--- src/rtl/mult_div_unit.sv ---
// Iterative multiply/divide unit for the EX stage. Owns HI/LO, runs one
// shift-add or restoring shift-subtract step per cycle, then sign-corrects.
`timescale 1ns/1ps
module mult_div_unit #(
    parameter int unsigned WIDTH = 32
) (
    input  logic             clk,
    input  logic             reset,
    input  logic             start,
    input  logic [1:0]       op,
    input  logic [WIDTH-1:0] rs_data,
    input  logic [WIDTH-1:0] rt_data,
    input  logic             mf_req,
    input  logic             abort,
    output logic [WIDTH-1:0] hi,
    output logic [WIDTH-1:0] lo,
    output logic             busy,
    output logic             done,
    output logic             stall
);

    localparam int unsigned CntW = $clog2(WIDTH);
    localparam logic [CntW-1:0] LastCnt = CntW'(WIDTH - 1);

    typedef enum logic [1:0] {StIdle, StCalc, StFix} state_e;

    state_e               state_q, state_d;
    logic [CntW-1:0]      cnt_q, cnt_d;
    // a: product upper half / partial remainder; q: multiplier / quotient; b: mcand / divisor
    logic [WIDTH-1:0]     a_q, a_d, q_q, q_d, b_q, b_d;
    logic                 is_div_q, is_div_d;
    logic                 neg_lo_q, neg_lo_d;
    logic                 neg_hi_q, neg_hi_d;
    logic                 div0_q, div0_d;
    logic [WIDTH-1:0]     hi_q, hi_d, lo_q, lo_d;
    logic                 done_q, done_d;

    logic                 is_signed, rs_neg, rt_neg;
    logic [WIDTH-1:0]     rs_mag, rt_mag;
    logic [WIDTH:0]       mul_sum, div_shift;
    logic                 div_ge;
    logic [2*WIDTH-1:0]   prod_mag, prod_fix;

    // Operand magnitudes and datapath step results
    always_comb begin
        is_signed = ~op[0];
        rs_neg    = is_signed & rs_data[WIDTH-1];
        rt_neg    = is_signed & rt_data[WIDTH-1];
        rs_mag    = rs_neg ? -rs_data : rs_data;
        rt_mag    = rt_neg ? -rt_data : rt_data;
        mul_sum   = {1'b0, a_q} + (q_q[0] ? {1'b0, b_q} : '0);
        div_shift = {a_q, q_q[WIDTH-1]};
        div_ge    = div_shift >= {1'b0, b_q};
        prod_mag  = {a_q, q_q};
        prod_fix  = neg_lo_q ? -prod_mag : prod_mag;
    end

    // Next-state, datapath and result write-back
    always_comb begin
        state_d  = state_q;
        cnt_d    = cnt_q;
        a_d      = a_q;
        q_d      = q_q;
        b_d      = b_q;
        is_div_d = is_div_q;
        neg_lo_d = neg_lo_q;
        neg_hi_d = neg_hi_q;
        div0_d   = div0_q;
        hi_d     = hi_q;
        lo_d     = lo_q;
        done_d   = 1'b0;
        unique case (state_q)
            StIdle: begin
                if (start && !abort) begin
                    state_d  = StCalc;
                    cnt_d    = '0;
                    a_d      = '0;
                    is_div_d = op[1];
                    neg_lo_d = rs_neg ^ rt_neg;
                    if (op[1]) begin
                        q_d      = rs_mag;
                        b_d      = rt_mag;
                        neg_hi_d = rs_neg;
                        div0_d   = (rt_data == '0);
                    end else begin
                        q_d      = rt_mag;
                        b_d      = rs_mag;
                        neg_hi_d = 1'b0;
                        div0_d   = 1'b0;
                    end
                end
            end
            StCalc: begin
                if (abort) begin
                    state_d = StIdle;
                end else begin
                    if (is_div_q) begin
                        // Remainder always fits WIDTH bits, so the subtraction can drop the top bit
                        a_d = div_ge ? (div_shift[WIDTH-1:0] - b_q) : div_shift[WIDTH-1:0];
                        q_d = {q_q[WIDTH-2:0], div_ge};
                    end else begin
                        a_d = mul_sum[WIDTH:1];
                        q_d = {mul_sum[0], q_q[WIDTH-1:1]};
                    end
                    cnt_d = cnt_q + CntW'(1);
                    if (cnt_q == LastCnt) begin
                        state_d = StFix;
                    end
                end
            end
            StFix: begin
                state_d = StIdle;
                if (!abort) begin
                    done_d = 1'b1;
                    if (is_div_q) begin
                        // Divide by zero: quotient forced to ones; remainder already equals rs_data
                        lo_d = div0_q ? '1 : (neg_lo_q ? -q_q : q_q);
                        hi_d = neg_hi_q ? -a_q : a_q;
                    end else begin
                        {hi_d, lo_d} = prod_fix;
                    end
                end
            end
            default: state_d = StIdle;
        endcase
    end

    // State and datapath registers
    always_ff @(posedge clk or negedge reset) begin
        if (!reset) begin
            state_q  <= StIdle;
            cnt_q    <= '0;
            a_q      <= '0;
            q_q      <= '0;
            b_q      <= '0;
            is_div_q <= 1'b0;
            neg_lo_q <= 1'b0;
            neg_hi_q <= 1'b0;
            div0_q   <= 1'b0;
            hi_q     <= '0;
            lo_q     <= '0;
            done_q   <= 1'b0;
        end else begin
            state_q  <= state_d;
            cnt_q    <= cnt_d;
            a_q      <= a_d;
            q_q      <= q_d;
            b_q      <= b_d;
            is_div_q <= is_div_d;
            neg_lo_q <= neg_lo_d;
            neg_hi_q <= neg_hi_d;
            div0_q   <= div0_d;
            hi_q     <= hi_d;
            lo_q     <= lo_d;
            done_q   <= done_d;
        end
    end

    // Outputs; stall only when a dependent instruction is waiting on the unit
    always_comb begin
        hi    = hi_q;
        lo    = lo_q;
        busy  = (state_q != StIdle);
        done  = done_q;
        stall = busy & (start | mf_req);
    end

endmodule

--- config.mk ---
export PLATFORM = sky130hd
export DESIGN_NAME = mult_div_unit
export DESIGN_NICKNAME = d
export VERILOG_FILES = /design/src/rtl/mult_div_unit.sv
export SDC_FILE = /design/constraint.sdc
export NUM_CORES = 1
export LEC_CHECK = 0
export CAP_MARGIN = 25
export CORE_ASPECT_RATIO = 1.2
export CORE_MARGIN = 4
export CORE_UTILIZATION = 47
export DETAILED_ROUTE_END_ITERATION = 16
export PLACE_DENSITY = 0.67
export SLEW_MARGIN = 20
export SYNTH_ARGS = -nofsm -noshare
export SYNTH_HDL_FRONTEND = slang
export SYNTH_SLANG_ARGS = --single-unit
export TNS_END_PERCENT = 50
--- constraint.sdc ---
create_clock -name clk -period 4.3 [get_ports clk]
set_input_delay 0.86 -clock clk [delete_from_list [all_inputs] [get_ports clk]]
set_output_delay 0.86 -clock clk [all_outputs]
set_load 0.02 [all_outputs]
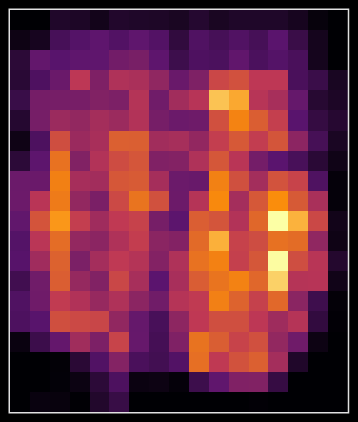
(run_1/route_heat.png)
(2 px per um) The die is cut into 17 by 20 equal tiles; black is low, pale yellow is high, scaled to the fullest tile. Values are wire area over tile area, all layers added.
densest ninth of the die = centre
tiles over half the peak = 27%
mean over tiles = 0.25
nearly empty tiles = 11%

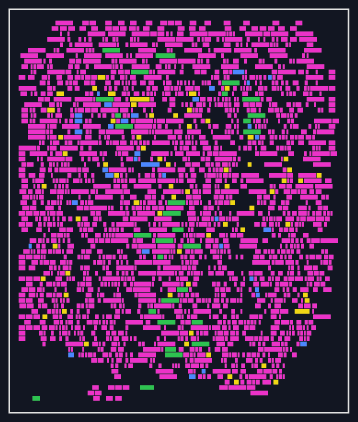
(run_1/sizing.png)
(2 px per um)
blue -> x2  # cells 34, most used or2_2
green -> x6 and larger  # cells 29, most used clkbuf_16
yellow -> x3 and x4  # cells 66, most used buf_4
magenta -> x1 and smaller  # cells 1881, most used nor2_1

==> Slide: Implementation Results, run 1 <==
Key Metrics from the Run

Routing
  – Total Wirelength: around 50 mm
  – Pre-antenna DRT Iters: 6
  – Routed length per instance: 20.8 um

Worst setup path
  – Crit path launch type: flip-flop
  – Reg2reg setup slack: 0.40 ns
  – Worst Path Required: 4.61 ns
  – CP endpoint kind: flip-flop
  – Crit path launch: q_q[0]
  – End of the critical path: a_q[24]
  – Worst Setup Path Type: reg2reg
  – Crit path max fanout: 22
  – Arr. time, crit path: 4.21 ns

Cells and area
  – Final cell count without fillers: approximately 2400
  – Register area: 4310 um2
  – Logic cell area: 9600 um2
  – Layout cells sized above 1: 0.0642
  – Filler cell count: 2889
  – Nets: 2140

CTS
  – Clock transition at path regs: 0.07 ns
  – Root buffer cell: clkbuf_16
  – Postcts setup bufs: 0
  – Clock Tree Buf Depth: 2

Global routing
  – Number of global-route vias before repair: 14478
  – Gr ovfl total: 0
  – Largest net degree at the start of global routing: roughly 94
  – Total GRT Usage: 0.290

Yosys
  – Avg Cell Area, Syn: approximately 7.7 um2
  – Most common reg cell: dfrtp_1
  – Cell count in the Yosys report: 1902
  – Syn_nets: 2045
  – Synth warnings: 0
  – Synth async-reset ratio: 1.00
  – Cell area after synthesis: about 15000 um2

Floorplanning
  – Die Ht: between 200 and 250 um
  – Initial core utilization: 0.477
  – Rows: about 70
  – Die area: 33900 um2

Placed design
  – Placed Cells: 2373
  – Area after DPL: 16400 um2
  – Final Wtd Congestion: 0.979
  – PortBufs: about 140

Timing
  – Worst hold margin: 0.438 ns
  – Final Cycle Share: 0.907
  – Max-slew violations: 0
  – Clock Skew: 0.0152 ns

Power
  – LEAKAGE: 0.00736 uW
  – Worst vdd ir: 277 uV

Run status
  – Outcome: finished, final reports clean

Min path
  – Hold Crit Class: in2async
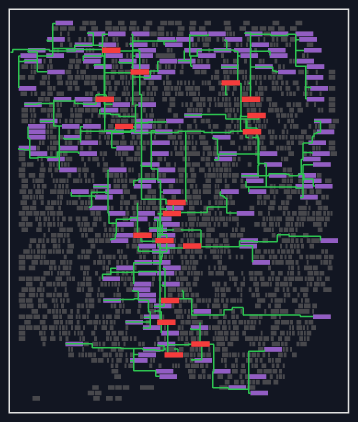
(run_1/clock_wires.png)
(2 px per um)
purple -> flip-flops  # count 172
red -> clock-net drivers  # count 17
green -> clock wires  # length 2510 um
routed clock nets = 18
flops lie = widely spread

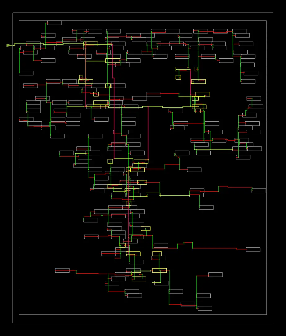
(run_1/clock_nets.png)
worst skew pair latency: 0.44 ns
clock buf count: 17
clock-net power: 1560 uW

## run 1: sequential cells by signal, indices dropped and copies added (netlist names)
| signal | cells |
|---|---|
| cnt_q | 5 |
| q_q | 32 |
| div0_q | 1 |
| a_q | 32 |
| lo | 32 |
| done | 1 |
| hi | 32 |
| neg_lo_q | 1 |
| state_q | 2 |
| b_q | 32 |
| is_div_q | 1 |
| neg_hi_q | 1 |
## run 1: worst max-delay path: stages, from the launching register on
cell	delay [ns]
dfrtp_1	0.43
inv_1	0.35
buf_4	0.36
nor2_1	0.09
ha_1	0.39
a21o_1	0.21
a21o_1	0.17
a21oi_1	0.20
o2bb2ai_1	0.11
o31ai_1	0.64
o21ai_0	0.22
a21oi_1	0.23
o41ai_1	0.09
a41oi_1	0.17
o31ai_1	0.10
## run 1: Yosys cell counts (all sizes together), types with 20 or more instances
cell	count	area share
nand4	20	0.0086
nor2	216	0.056
a21oi	207	0.071
nor3	41	0.014
nand2	214	0.055
dfrtp	172	0.30
a31oi	24	0.010
o31ai	22	0.011
clkbuf	100	0.026
xor2	88	0.053
mux2i	35	0.024
ha	70	0.060
o21ai	183	0.063
xnor2	84	0.050
a21o	38	0.020
inv	63	0.016
nand3	32	0.011
## run 1: cells by family after synthesis
| logic type | after synthesis | share of synthesized area |
|---|---|---|
| compound gates | 612 | 0.255 |
| xor+xnor | 172 | 0.103 |
| fa+ha+maj | 72 | 0.0628 |
| buf+inv | 181 | 0.0491 |
| flops | 172 | 0.295 |
| mux | 43 | 0.0302 |
| simple gates | 650 | 0.205 |
## run 1: cell usage in the layout (no fill, tap or decap), types with 35 or more instances in the layout
cell             count
dfrtp_1            171
xnor2_1             84
mux2i_1             35
nor3_1              40
buf_4               54
ha_1                70
o21ai_0            178
a21oi_1            206
a21o_1              38
inv_1               62
nor2_1             215
clkdlybuf4s50_1    135
xor2_1              88
nand2_1            214
## run 1: metrics by stage
stage	setup WS [ns]	utilization	power, uW
after floorplan	0.881	-	6430
after global placement	0.554	0.538	8210
after detailed placement	0.422	0.538	8270
after CTS	0.402	0.557	9860
after global routing	0.0501	0.558	10600
final	0.400	0.558	9970
## run 1: cell type report
type,count,area share
Multi-Input combinational cell,1549,0.563
Sequential cell,172,0.253
Timing Repair Buffer,193,0.107
Tap cell,396,0.0291
Clock buffer,17,0.0250
Inverter,64,0.0142
Clock inverter,15,0.00925
## run 1: report_power, final
group	internal, uW	leakage [uW]	total, uW	switching (uW)
combinational	2330	0.00484	5930	3590
sequential	1920	0.00224	2490	573
clock	774	0.000283	1560	784
total	5020	0.00736	9970	4950
## run 1: per-layer routing
| metal | global-route usage | vias up | part of all wire |
|---|---|---|---|
| li1 | - | 6973 | - |
| met1 | 0.361 | 6997 | 0.40 |
| met2 | 0.476 | 653 | 0.47 |
| met3 | 0.0475 | 173 | 0.065 |
| met4 | 0.160 | 0 | 0.062 |
| met5 | 0 | - | 0 |
==> run 1 -> run 2 <==
- CORE_MARGIN: 4 -> unset
- SETUP_SLACK_MARGIN: unset -> 0.2
==> run 2 against run 1 <==
  * Sequential power fell by 2%
  * Utilization rose by 0.44 points
  * Flip-flop count did not move
  * Clock power rose by 3%
  * Register-to-register slack improved by 0.05 ns
  * Wire length rose by 1.1%
  * Power rose by 1.4%
  * Worst setup slack improved by 0.050 ns
  * Final cell count rose by 0.17%
  * Via count fell by 1.0%
  * First-iteration DRC count fell by 9.4%
  * Critical path depth did not move
  * Critical path type unchanged
==> Slide: Implementation Results, run 2 <==
Key Metrics from the Run

Global routing
  – Largest net degree at the start of global routing: 107 (+14%)
  – Grt met1 use: 0.398 (+0.0372)
  – Met3 Use GR: 0.0346 (-0.0128)
  – Number of global-route vias before repair: 14158 (-2.2%)

Worst setup path
  – Arr. time, crit path: 4.16 ns (-0.05 ns)

Power
  – Part of the power in combinational logic: 0.600 (+0.006)
  – Internal Power: 5150 uW (+2.5%)
  – Clk pwr share: 0.159 (+0.003)

Yosys
  – Most numerous cell in the Yosys netlist: nor2_1
  – Synth warnings: 0 (unchanged)
  – Top cells by count, synth: nor2_1 (216), nand2_1 (214), a21oi_1 (207)
  – Avg Cell Area, Syn: 7.67 um2 (unchanged)
  – Cell area after synthesis: 14600 um2 (unchanged)

Cells and area
  – Layout cells sized above 1: 0.0665 (+0.00236)
  – Nets: 2145 (+0.23%)
  – Top Layout Cells: nor2_1 (215), nand2_1 (214), a21oi_1 (206), o21ai_0 (178), dfrtp_1 (171)
  – Logic cell area: 9600 um2 (about the same)
  – Final cell count without fillers: 2410 (+0.17%)

Placed design
  – PortBufs: 137 (unchanged)
  – Pre-CTS setup slack: 0.461 ns (+0.0397 ns)
  – Final Wtd Congestion: 1.06 (+8.1%)

CTS
  – Root buffer cell: clkbuf_16

Min path
  – Hold Crit Class: reg2reg

Timing
  – Max-slew violations: 0 (unchanged)

Routing
  – Total Wirelength: 50.7 mm (+1.1%)
  – Pre-antenna DRT Iters: 6 (unchanged)

Run status
  – Outcome: finished, final reports clean
[run 2: stage by stage]
step	cell area [um2]	total power [uW]
final	17100	10100
after global routing	17100	10800
after CTS	17100	10000
after detailed placement	16500	8380
after global placement	16500	8340
after floorplan	14600	6430
[run 2: final cells by class]
type	instances	share of cell area
Clock buffer	19	0.0264
Timing Repair Buffer	198	0.110
Sequential cell	172	0.251
Inverter	64	0.0142
Tap cell	396	0.0289
Clock inverter	12	0.00869
Multi-Input combinational cell	1549	0.561
[run 2: worst max-delay path: stages, from the launching register on]
cell	delay, ns
dfrtp_1	0.42
inv_1	0.36
buf_4	0.27
nor2_1	0.07
ha_1	0.36
a21o_1	0.21
a21o_1	0.17
a21o_1	0.19
o2bb2ai_1	0.16
o31ai_1	0.66
o21ai_0	0.21
a21oi_1	0.23
o41ai_1	0.09
a41oi_1	0.21
o31ai_1	0.10
[run 2: metal layers]
metal  vias to the layer above  share of wire
met4                         0          0.063
met3                       139          0.058
met5                         -              0
li1                       6982              -
met2                       600           0.48
met1                      6927           0.40
[run 2: repair_timing]
action                                  4_1_cts  5_1_grt
resized                                       0        2
hold buffers                                  0        0
endpoints found under the setup margin        0        4
[run 2: cell families (layout without fill, tap and decap cells)]
kind of cell	Yosys count	in the layout	synth area share
XOR/XNOR	172	172	0.103
AND/OR/NAND/NOR	650	650	0.205
AND-OR/OR-AND	612	612	0.255
multiplexers	43	43	0.0302
buffers and inverters	181	293	0.0491
flip-flops	172	172	0.295
adder cells (fa/ha/maj)	72	72	0.0628
[run 2: path summary, 6_finish.rpt]
kind	endpoint	startpoint	depth (start not counted)	slack, ns
max in group asynchronous	b_q[11]	reset	2	3.04
setup / recovery	a_q[24]	q_q[0]	14	0.45
hold / removal	b_q[13]	b_q[13]	1	0.48
hold reg to reg	b_q[13]	b_q[13]	1	0.48
min in group asynchronous	q_q[23]	reset	1	0.50
setup reg to reg	a_q[24]	q_q[0]	14	0.45
[run 2: power by group through the flow]
stage | Sequential [uW] | Clock, uW | Combinational, uW
2_1_floorplan | 2270 | 0 | 4170
3_3_place_gp | 2450 | 0 | 5890
3_5_place_dp | 2460 | 0 | 5930
4_1_cts | 2430 | 1630 | 5960
5_1_grt | 2470 | 1690 | 6600
6_report | 2440 | 1610 | 6060
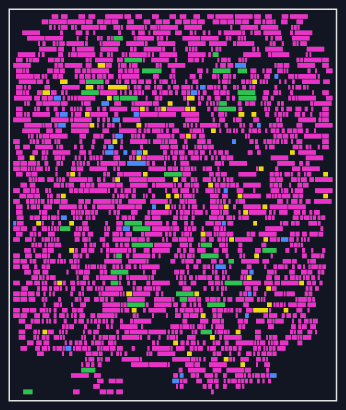
(run_2/sizing.png)
(2 px per um)
green -> x6 and larger  # cells 34, most used clkbuf_16
yellow -> x3 and x4  # cells 67, most used buf_4
magenta -> x1 and smaller  # cells 1880, most used nor2_1
blue -> x2  # cells 33, most used or2_2

==> run_2/clock_nets.png <==
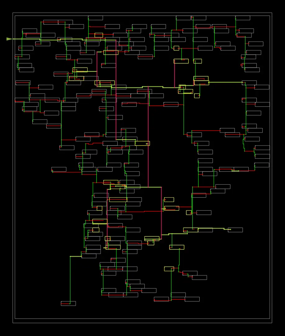

==> run 2 -> run 3 <==
- ABC_AREA: unset -> 1
- PLACE_DENSITY: 0.67 -> 0.66
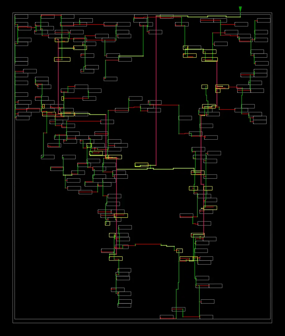
(run_3/clock_nets.png)
worst skew pair latency: 0.47 ns
Clock Skew: 0.0183 ns
clock buf count: 19

==> run 3 against run 2 <==
  * Global-route usage is 5.6 points higher
  * Combinational power is 18% higher
  * Flip-flop count stayed put
  * Worst setup slack better by 0.64 ns
  * Sequential power up 7%
  * Critical path type unchanged
==> Slide: Implementation Results, run 3 <==
Key Metrics from the Run

Run status
  – Outcome: finished, final reports clean

Yosys
  – Cell area after synthesis: 18000 um2 (+23%)
  – Avg Cell Area, Syn: 5.79 um2 (-24%)
  – Most numerous cell in the Yosys netlist: nand2_1

Placed design
  – PortBufs: 137 (unchanged)

CTS
  – Root buffer cell: clkbuf_16
  – Cts hold-fix bufs: 0 (unchanged)
  – CTS resizes: 0 (unchanged)

Global routing
  – Largest net degree at the start of global routing: 90 (-16%)

Worst setup path
  – Worst r2r src: q_q[0]
  – Arr. time, crit path: 3.56 ns (-0.60 ns)
  – Crit path launch: q_q[0]

Routing
  – Pre-antenna DRT Iters: 8 (+2)
  – Total Wirelength: 73.5 mm (+45%)
  – WL met3: 4.99 mm (+71%)
  – Met1 wire length: 29.6 mm (+46%)
  – Max layer used: met4
  – Wire length on met2: 33.4 mm (+38%)

Power
  – Clk pwr share: 0.145 (-0.014)
  – Power Total: 11500 uW (+13%)

Min path
  – Hold Crit Class: in2async

Timing
  – Max-slew violations: 0 (unchanged)

Cells and area
  – Nets: 3338 (+56%)
## run 3: cell count changes after synthesis, moves of 34 or more
cell | previous run | this run
nor2_1 | 216 | 369
nand3_1 | 32 | 294
a21o_1 | 38 | 4
inv_1 | 62 | 431
mux2i_1 | 35 | 0
a21oi_1 | 207 | 138
nand2_1 | 214 | 1042
xnor2_1 | 84 | 13
## run 3: cell families after synthesis
family                     Yosys count  synth area share
buffers and inverters              533             0.115
xor gates and xnor gates            77            0.0375
DFF                                172             0.240
adders and majority gates           72            0.0510
and+or+nand+nor                   1829             0.423
AOI/OAI and AO/OA                  417             0.135
## run 3: power by group through the flow
| stage | registers (uW) | logic (uW) | clock network [uW] |
|---|---|---|---|
| after detailed placement | 2610 | 7010 | 0 |
| after CTS | 2580 | 7050 | 1670 |
| final | 2610 | 7180 | 1660 |
| after global placement | 2590 | 6950 | 0 |
| after floorplan | 2330 | 5020 | 0 |
| after global routing | 2630 | 7990 | 1730 |
## run 3: path summary, 6_finish.rpt
kind                           end  slack (ns)  cells after the start
min in group clk            hi[11]        0.48                      2
min                         hi[31]        0.45                      1
max in group asynchronous  q_q[17]        2.85                      2
max                         hi[12]        1.09                     16
min reg2reg                 hi[11]        0.48                      2
max reg2reg                 hi[12]        1.09                     16
## run 3: through the flow
stage,instance area (um2),std cells
after global routing,20400,3688
after floorplan,18000,3100
after CTS,20400,3688
final,20400,3688
after detailed placement,19800,3656
after global placement,19800,3656
## run 3: critical path: stages (launching register included)
cell	delay, ns
dfrtp_1	0.38
buf_4	0.27
inv_2	0.20
ha_1	0.17
inv_1	0.07
nor3_2	0.29
nand2_1	0.25
inv_1	0.27
nand3_1	0.16
inv_1	0.14
nand2_1	0.13
nor2_2	0.25
nand3_1	0.14
nand3_1	0.09
nand2_1	0.06
nand3_1	0.13
nand2_1	0.08
## run 3: area by class of cell
type / count / area, um2
Fill cell: 4038 / 17300
Multi-Input combinational cell: 2395 / 11600
Sequential cell: 172 / 4310
Timing Repair Buffer: 173 / 1660
Inverter: 436 / 1640
Tap cell: 480 / 601
Clock buffer: 19 / 433
Clock inverter: 13 / 175
## run 3: layer usage
metal,GRT usage,vias up
li1,-,10130
met1,0.467,9599
met2,0.611,922
met3,0.0543,194
met4,0.265,0
met5,0,-
Power is estimated from default activity; no workload was simulated.
